`config.mk`:
```
export PLATFORM = sky130hd
export DESIGN_NAME = vh_sync_rx
export DESIGN_NICKNAME = d
export VERILOG_FILES = /design/src/rtl/vh_sync_pkg.sv /design/src/rtl/vh_edge_det.sv /design/src/rtl/vh_sync_rx.sv
export SDC_FILE = /design/constraint.sdc
export NUM_CORES = 1
export LEC_CHECK = 0
export ABC_AREA = 1
export CAP_MARGIN = 20
export CORE_ASPECT_RATIO = 1.75
export CORE_MARGIN = 2
export CORE_UTILIZATION = 40
export CTS_BUF_LIST = sky130_fd_sc_hd__clkbuf_8 sky130_fd_sc_hd__clkbuf_16
export CTS_CLUSTER_DIAMETER = 40
export DETAILED_ROUTE_END_ITERATION = 10
export SYNTH_ARGS = -nofsm -noshare
export SYNTH_HDL_FRONTEND = slang
export SYNTH_HIERARCHICAL = 1
export SYNTH_SLANG_ARGS = --single-unit
```
`constraint.sdc`:
```
create_clock -name clk -period 2.25 [get_ports clk]
set_clock_uncertainty 0.15 [all_clocks]
set_input_delay 0.3375 -clock clk [delete_from_list [all_inputs] [get_ports clk]]
set_output_delay 0.3375 -clock clk [all_outputs]
set_load 0.03 [all_outputs]
```
`src/rtl/vh_sync_pkg.sv`:
```
// -----------------------------------------------------------------------------
// vh_sync_pkg
// Shared definitions for the VSYNC/HSYNC receive path:
//   CW           - width of the X/Y/geometry counters
//   CNT_MAX      - saturation value of those counters
//   H_WIDTH_DEF  - default expected active pixels per line
//   V_WIDTH_DEF  - default expected active lines per frame
//   state_e      - frame-tracking FSM states
//   sat_inc()    - saturating increment used by the coordinate counters
// -----------------------------------------------------------------------------
package vh_sync_pkg;

  localparam int CW          = 13;
  localparam int H_WIDTH_DEF = 2448;
  localparam int V_WIDTH_DEF = 2048;

  localparam logic [CW-1:0] CNT_MAX = {CW{1'b1}};

  // IDLE   : after reset/enable, waiting to see VSYNC low so that a frame
  //          already in progress is never captured half-way.
  // WAIT   : VSYNC low, waiting for the next VSYNC rise.
  // ACTIVE : inside a frame, pixels are accepted.
  typedef enum logic [1:0] {
    ST_IDLE   = 2'd0,
    ST_WAIT   = 2'd1,
    ST_ACTIVE = 2'd2
  } state_e;

  // Counters stick at their maximum instead of wrapping, so an oversized
  // line or frame never aliases back onto small coordinates.
  function automatic logic [CW-1:0] sat_inc(input logic [CW-1:0] v);
    return (v == CNT_MAX) ? v : v + 1'b1;
  endfunction

endpackage

```
`src/rtl/vh_edge_det.sv`:
```
// -----------------------------------------------------------------------------
// vh_edge_det
// Stage-1 register for one level-type sync signal plus edge flags computed
// against the raw (not yet registered) input, giving one cycle of lookahead.
//   clk      in   rising-edge clock
//   rst      in   synchronous active-high reset
//   en_i     in   low = register held cleared
//   sig_i    in   raw level input
//   sig_q_o  out  registered level (stage 1)
//   rise_o   out  stage 1 low, raw input high
//   fall_o   out  stage 1 high, raw input low
// -----------------------------------------------------------------------------
module vh_edge_det
  import vh_sync_pkg::*;
(
  input  logic clk,
  input  logic rst,
  input  logic en_i,
  input  logic sig_i,
  output logic sig_q_o,
  output logic rise_o,
  output logic fall_o
);

  logic sig_q;

  always_ff @(posedge clk) begin
    if (rst || !en_i) begin
      sig_q <= 1'b0;
    end else begin
      sig_q <= sig_i;
    end
  end

  assign sig_q_o = sig_q;
  assign rise_o  = ~sig_q &  sig_i;
  assign fall_o  =  sig_q & ~sig_i;

endmodule

```
`src/rtl/vh_sync_rx.sv`:
```
// -----------------------------------------------------------------------------
// vh_sync_rx
// Receive side of the VSYNC/HSYNC timing generator. Turns level-type VSYNC
// (high during active lines) and HSYNC (high during active pixels) into
// per-pixel coordinates, frame/line markers, measured geometry and
// protocol-error pulses.
//
// Parameters
//   H_WIDTH   expected active pixels per line
//   V_WIDTH   expected active lines per frame
//   DW        pixel data width
// Ports
//   clk, rst          rising-edge clock, synchronous active-high reset
//   enable            low = synchronous clear, same effect as rst
//   vsync_in          vertical active level
//   hsync_in          horizontal active level (pixel valid)
//   data_in           pixel data aligned with hsync_in
//   pix_valid         accepted active pixel
//   pix_data          pixel data (2-cycle latency)
//   pix_x, pix_y      0-based coordinates of pix_data
//   sof               first pixel of a frame
//   eol               last pixel of a line
//   eof               one-cycle pulse at VSYNC falling edge
//   frame_cnt         completed frames, wraps 15 -> 0
//   meas_w            pixel count of the last completed line
//   meas_h            line count of the last completed frame
//   err_hlen          line length differed from H_WIDTH (with eol)
//   err_vlen          frame height differed from V_WIDTH (with eof)
//   err_sync          HSYNC seen while VSYNC low; pixel dropped
// -----------------------------------------------------------------------------
module vh_sync_rx
  import vh_sync_pkg::*;
#(
  parameter int H_WIDTH = H_WIDTH_DEF,
  parameter int V_WIDTH = V_WIDTH_DEF,
  parameter int DW      = 24
) (
  input  logic          clk,
  input  logic          rst,
  input  logic          enable,
  input  logic          vsync_in,
  input  logic          hsync_in,
  input  logic [DW-1:0] data_in,
  output logic          pix_valid,
  output logic [DW-1:0] pix_data,
  output logic [CW-1:0] pix_x,
  output logic [CW-1:0] pix_y,
  output logic          sof,
  output logic          eol,
  output logic          eof,
  output logic [3:0]    frame_cnt,
  output logic [CW-1:0] meas_w,
  output logic [CW-1:0] meas_h,
  output logic          err_hlen,
  output logic          err_vlen,
  output logic          err_sync
);

  // ---------------------------------------------------------------------------
  // Stage 1: registered sync levels with raw-input edge lookahead
  // ---------------------------------------------------------------------------
  logic s1_v;
  logic s1_h;
  logic v_rise;
  logic v_fall;
  logic h_rise;
  logic h_fall;

  vh_edge_det u_vsync_det (
    .clk     (clk),
    .rst     (rst),
    .en_i    (enable),
    .sig_i   (vsync_in),
    .sig_q_o (s1_v),
    .rise_o  (v_rise),
    .fall_o  (v_fall)
  );

  vh_edge_det u_hsync_det (
    .clk     (clk),
    .rst     (rst),
    .en_i    (enable),
    .sig_i   (hsync_in),
    .sig_q_o (s1_h),
    .rise_o  (h_rise),
    .fall_o  (h_fall)
  );

  logic [DW-1:0] s1_d_q;
  // Stage 1 holds real samples only from the second cycle after a clear;
  // before that s1_v=0 is just the cleared value, not an observed VSYNC low.
  logic          s1_vld_q;

  // ---------------------------------------------------------------------------
  // Output stage state
  // ---------------------------------------------------------------------------
  state_e        state_q;
  logic [CW-1:0] x_q;
  logic [CW-1:0] y_q;
  logic [3:0]    frame_cnt_q;
  logic [CW-1:0] meas_w_q;
  logic [CW-1:0] meas_h_q;
  logic          pix_valid_q;
  logic [DW-1:0] pix_data_q;
  logic [CW-1:0] pix_x_q;
  logic [CW-1:0] pix_y_q;
  logic          sof_q;
  logic          eol_q;
  logic          eof_q;
  logic          err_hlen_q;
  logic          err_vlen_q;
  logic          err_sync_q;

  logic [CW-1:0] x_inc;
  logic [CW-1:0] y_inc;
  logic [CW-1:0] y_end;

  assign x_inc = sat_inc(x_q);
  assign y_inc = sat_inc(y_q);
  // When HSYNC and VSYNC fall together the closing line is still counted.
  assign y_end = h_fall ? y_inc : y_q;

  always_ff @(posedge clk) begin
    if (rst || !enable) begin
      state_q     <= ST_IDLE;
      s1_d_q      <= '0;
      s1_vld_q    <= 1'b0;
      x_q         <= '0;
      y_q         <= '0;
      frame_cnt_q <= '0;
      meas_w_q    <= '0;
      meas_h_q    <= '0;
      pix_valid_q <= 1'b0;
      pix_data_q  <= '0;
      pix_x_q     <= '0;
      pix_y_q     <= '0;
      sof_q       <= 1'b0;
      eol_q       <= 1'b0;
      eof_q       <= 1'b0;
      err_hlen_q  <= 1'b0;
      err_vlen_q  <= 1'b0;
      err_sync_q  <= 1'b0;
    end else begin
      s1_d_q      <= data_in;
      s1_vld_q    <= 1'b1;

      pix_valid_q <= 1'b0;
      sof_q       <= 1'b0;
      eol_q       <= 1'b0;
      eof_q       <= 1'b0;
      err_hlen_q  <= 1'b0;
      err_vlen_q  <= 1'b0;
      err_sync_q  <= s1_h & ~s1_v;

      case (state_q)
        ST_IDLE: begin
          // Leave only after a genuinely sampled VSYNC low. If VSYNC is
          // already rising again (1-cycle gap) go straight to ACTIVE so the
          // frame that starts now is not lost.
          if (s1_vld_q && !s1_v) begin
            state_q <= vsync_in ? ST_ACTIVE : ST_WAIT;
          end
        end

        ST_WAIT: begin
          if (v_rise) begin
            state_q <= ST_ACTIVE;
          end
        end

        ST_ACTIVE: begin
          // A new line always starts at column 0.
          if (h_rise) begin
            x_q <= '0;
          end

          if (s1_h) begin
            pix_valid_q <= 1'b1;
            pix_data_q  <= s1_d_q;
            pix_x_q     <= x_q;
            pix_y_q     <= y_q;
            // y only returns to 0 at eof, so (0,0) is the first pixel.
            sof_q       <= (x_q == '0) && (y_q == '0);
            if (h_fall) begin
              eol_q      <= 1'b1;
              meas_w_q   <= x_inc;
              err_hlen_q <= (x_inc != CW'(H_WIDTH));
              x_q        <= '0;
              y_q        <= y_inc;
            end else begin
              x_q <= x_inc;
            end
          end

          if (v_fall) begin
            eof_q       <= 1'b1;
            meas_h_q    <= y_end;
            err_vlen_q  <= (y_end != CW'(V_WIDTH));
            frame_cnt_q <= frame_cnt_q + 4'd1;
            x_q         <= '0;
            y_q         <= '0;
            state_q     <= ST_WAIT;
          end
        end

        default: begin
          state_q <= ST_IDLE;
        end
      endcase
    end
  end

  assign pix_valid = pix_valid_q;
  assign pix_data  = pix_data_q;
  assign pix_x     = pix_x_q;
  assign pix_y     = pix_y_q;
  assign sof       = sof_q;
  assign eol       = eol_q;
  assign eof       = eof_q;
  assign frame_cnt = frame_cnt_q;
  assign meas_w    = meas_w_q;
  assign meas_h    = meas_h_q;
  assign err_hlen  = err_hlen_q;
  assign err_vlen  = err_vlen_q;
  assign err_sync  = err_sync_q;

endmodule

```
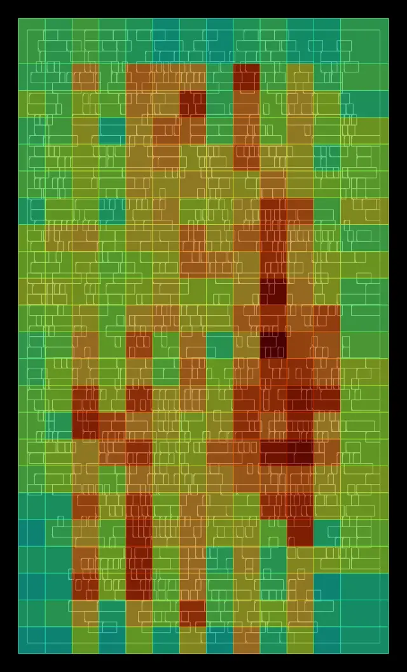
congestion.png
GRT Util Overall: 23.0%
GR Util met1: 22.8%
met2 Use GR: 42.8%
Avg WL per Cell: 15.4 um
Final Util: 55.9%

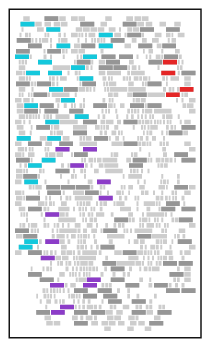
flops_by_reg.png
Drawn at 2 px/um. Other sequential cells in the stronger grey, the rest of the logic in the fainter grey.
Key: red = `frame_cnt` [sequential cells 4, where north-east]; purple = `x_q` [sequential cells 13]; cyan = `pix_data` [sequential cells 24]
Another 101 sequential cells are not coloured.
sequential share of cell area: 35.6%
P_seq: 2.54 mW
FF/Latch Area: 2840 um^2

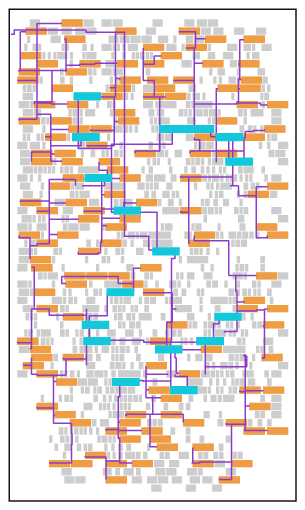
clk_routes.png
Drawn at 3 px/um.
Key: purple = clock wires [length 1820 um]; cyan = clock drivers [count 17]; orange = flip-flops [count 142]
There are 18 routed clock nets.
worst-skew pair later-pin latency: 0.42 ns
P_clk: 2.79 mW
Clock Power Share: 50.5%

==> results.toml <==
# implementation run metrics
[finish]
final_nets = 950
layout_top_cell = "nand2_1"
design_area_um2 = 7990
mostFrequentLayoutCells = "nand2_1, dfxtp_1, clkdlybuf4s50_1"
synthToLayoutAreaGrowth_pct = 37.5

[hold_path]
hold_depth = 3
min_to = "s1_d_q[22]$_SDFF_PN0_"
min_from = "data_in[22]"
hold_class = "input pin to flip-flop"

[logic_synthesis]
synth_warnings = 6
mux_share_pct = 0
ys_seq_elements = 142
ys_seq_share_pct = 48.9
yosys_area_um2 = 5810
simple_gate_share_pct = 25.2
xor_area_share_pct = 1.51
ys_sh_aoi_pct = 14.0
synth-cells-yosys = 783
synth-adder-area-share_pct = 1.08
synth.distinct_cells = 36
syn_avg_cell_area_um2 = 7.42
fp_nets = 817
synth_cells = 783

[power]
power_density_nw_per_um2 = 690
p_leak_nw = 3.30
ir_drop_mv = 0.357

[setup_path]
slowest_stage = "dfxtp_1"
cp_top_family = "simple AND/OR/NAND/NOR gates"
crit_cells = 13
cp_data_required_time_ns = 2.46
reg2reg_slack_ns = 0.21
criticalPathCategory = "flip-flop to flip-flop"
critPathLaunch = "y_q[1]$_SDFFE_PN0P_"
crit_end = "err_vlen$_SDFF_PP0_"
r2r-start = "y_q[1]$_SDFFE_PN0P_"
critPathMostFrequentCell = "nand2_1"
path_cells = "ha_2, inv_1, nor2_4, nand2_1, inv_1, nand2_1, nand3_1, nand2_1, nand2_1, nor2_1, nand3_1, nor2_1, nor2_1"
startpoint_type = "flip-flop"
end_kind = "flip-flop"
r2r_end = "err_vlen$_SDFF_PP0_"
cpPeakStageDelay_ns = 0.38
cp.arrival_ns = 2.25

[clock_network]
clock_sinks = 142
htree_levels = 4
clockBufferDepth = 2
path_clk_slew_ns = 0.07
ctsHoldBuffers = 0

[global_routing]
antenna_found_initial = 0
grt.busiest_layer = "met2"
first_global_vias = 5655
grt_pass1_wl_um = 27500
grt_start_max_net_pins = 50
overflow = 0

[floorplanning]
initial_utilization_pct = 40.6
core_um2 = 14300
dieArea_um2 = 15500
rows = 58
die_y_um = 163
die_w_um = 95.1
ios = 116

[flow_run]
warnings = 28
maxCapViolations = 0

[sta]
hold-worst-slack_ns = 0.281
fmax_ghz = 0.491
finalCritPeriodShare_pct = 90.5
finalCriticalPeriod_ns = 2.04
worst_pin_slew_ns = 0.534
rsz0062_at_grt = "false"
finalSetupViolations = 0
fin_setup_tns_ns = 0
slew_headroom_pct = 64.2
drv_slew = 0

[placement]
place.gp.congestion = 0.912
post_dp_cell_area_um2 = 7340
placedCellCount = 1074
hpwl_um = 12600
portBuffers = 115

[route]
route.detailed.drc = 0
vias_per_cell = 4.97
wl_met3_um = 739
ant_nets = 0
routed.top_layer = "met4"
met2_length_um = 9440
drtIter0Drc = 231
met1Wirelength_um = 6170

[outcome]
status = "finished, final reports clean"
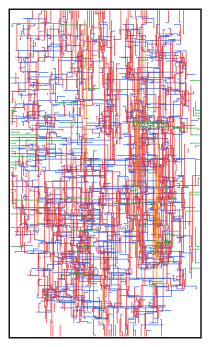
wires.png
Drawn at 2 px/um.
Key: red = metal 2 [wire length 9440 um]; orange = metal 4 [wire length 771 um]; green = metal 3 [wire length 739 um]; blue = metal 1 [wire length 6170 um]

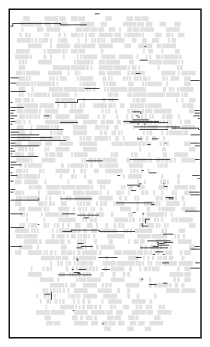
layer_met3.png
Drawn at 2 px/um. Cells faint in the background.
101 nets have wire on it. The layer carries 739 um of wire. The longest straight run is 27.4 um.
Post-Route WL: 17100 um
met3 global-route usage: 4.80%
routed vias: 5510

[cells in the mapped netlist (all sizes together)]
library cell  instances  share of area, %
a2111oi               1              0.15
a211oi                1              0.13
a21oi                83               7.3
a31oi                 3              0.32
buf                  13               1.2
clkbuf               24               1.6
clkinv                2              0.13
dfxtp               142                49
ha                    5               1.1
inv                  99               6.4
nand2               182                12
nand3                32               2.8
nand3b                2              0.26
nand4                14               2.0
nor2                 98               6.9
nor3                  6              0.52
nor4                  3              0.58
o211ai               10               1.3
o21ai                49               4.2
o21bai                3              0.39
o31ai                 1              0.13
xnor2                 2              0.30
xor2                  8               1.2
[what timing repair did]
action | in CTS | in global routing
buffers inserted | 0 | 3
resized | 0 | 7
endpoints found under the setup margin | 0 | 4
[where the power goes]
part	total, mW	leakage, nW	internal [mW]	switching, mW
clock network	2.79	0.289	1.50	1.29
registers	2.54	1.15	2.54	0.00891
logic	0.183	1.86	0.0851	0.0977
[flip-flops by register name, indices dropped and copies added (netlist names)]
name and count:
err_sync 1, u_vsync_det/sig_q_o 1, meas_h 13, err_hlen 1, eof 1, pix_y 13
pix_data 24, eol 1, state_q 2, meas_w 13, s1_vld_q 1, sof 1
y_q 13, err_vlen 1, s1_d_q 24, x_q 13, frame_cnt 4, u_hsync_det/sig_q_o 1
pix_valid 1, pix_x 13
[area by class of cell]
type	count	area, um^2
timing repair buffer	151	1500
multi-input combinational	503	2450
clock inverter	15	168
clock buffer	17	425
sequential	142	2840
inverter	101	379
fill	1367	6310
tap	180	225
[stage by stage]
| stage | worst slack (ns) | power (mW) |
|---|---|---|
| floorplan | 0.343 | 2.68 |
| global placement | -0.101 | 2.78 |
| detailed placement | -0.0965 | 2.79 |
| CTS | 0.0529 | 5.57 |
| global route | 0.0303 | 5.71 |
| finish | 0.214 | 5.51 |
Power and IR drop assume default switching activity.
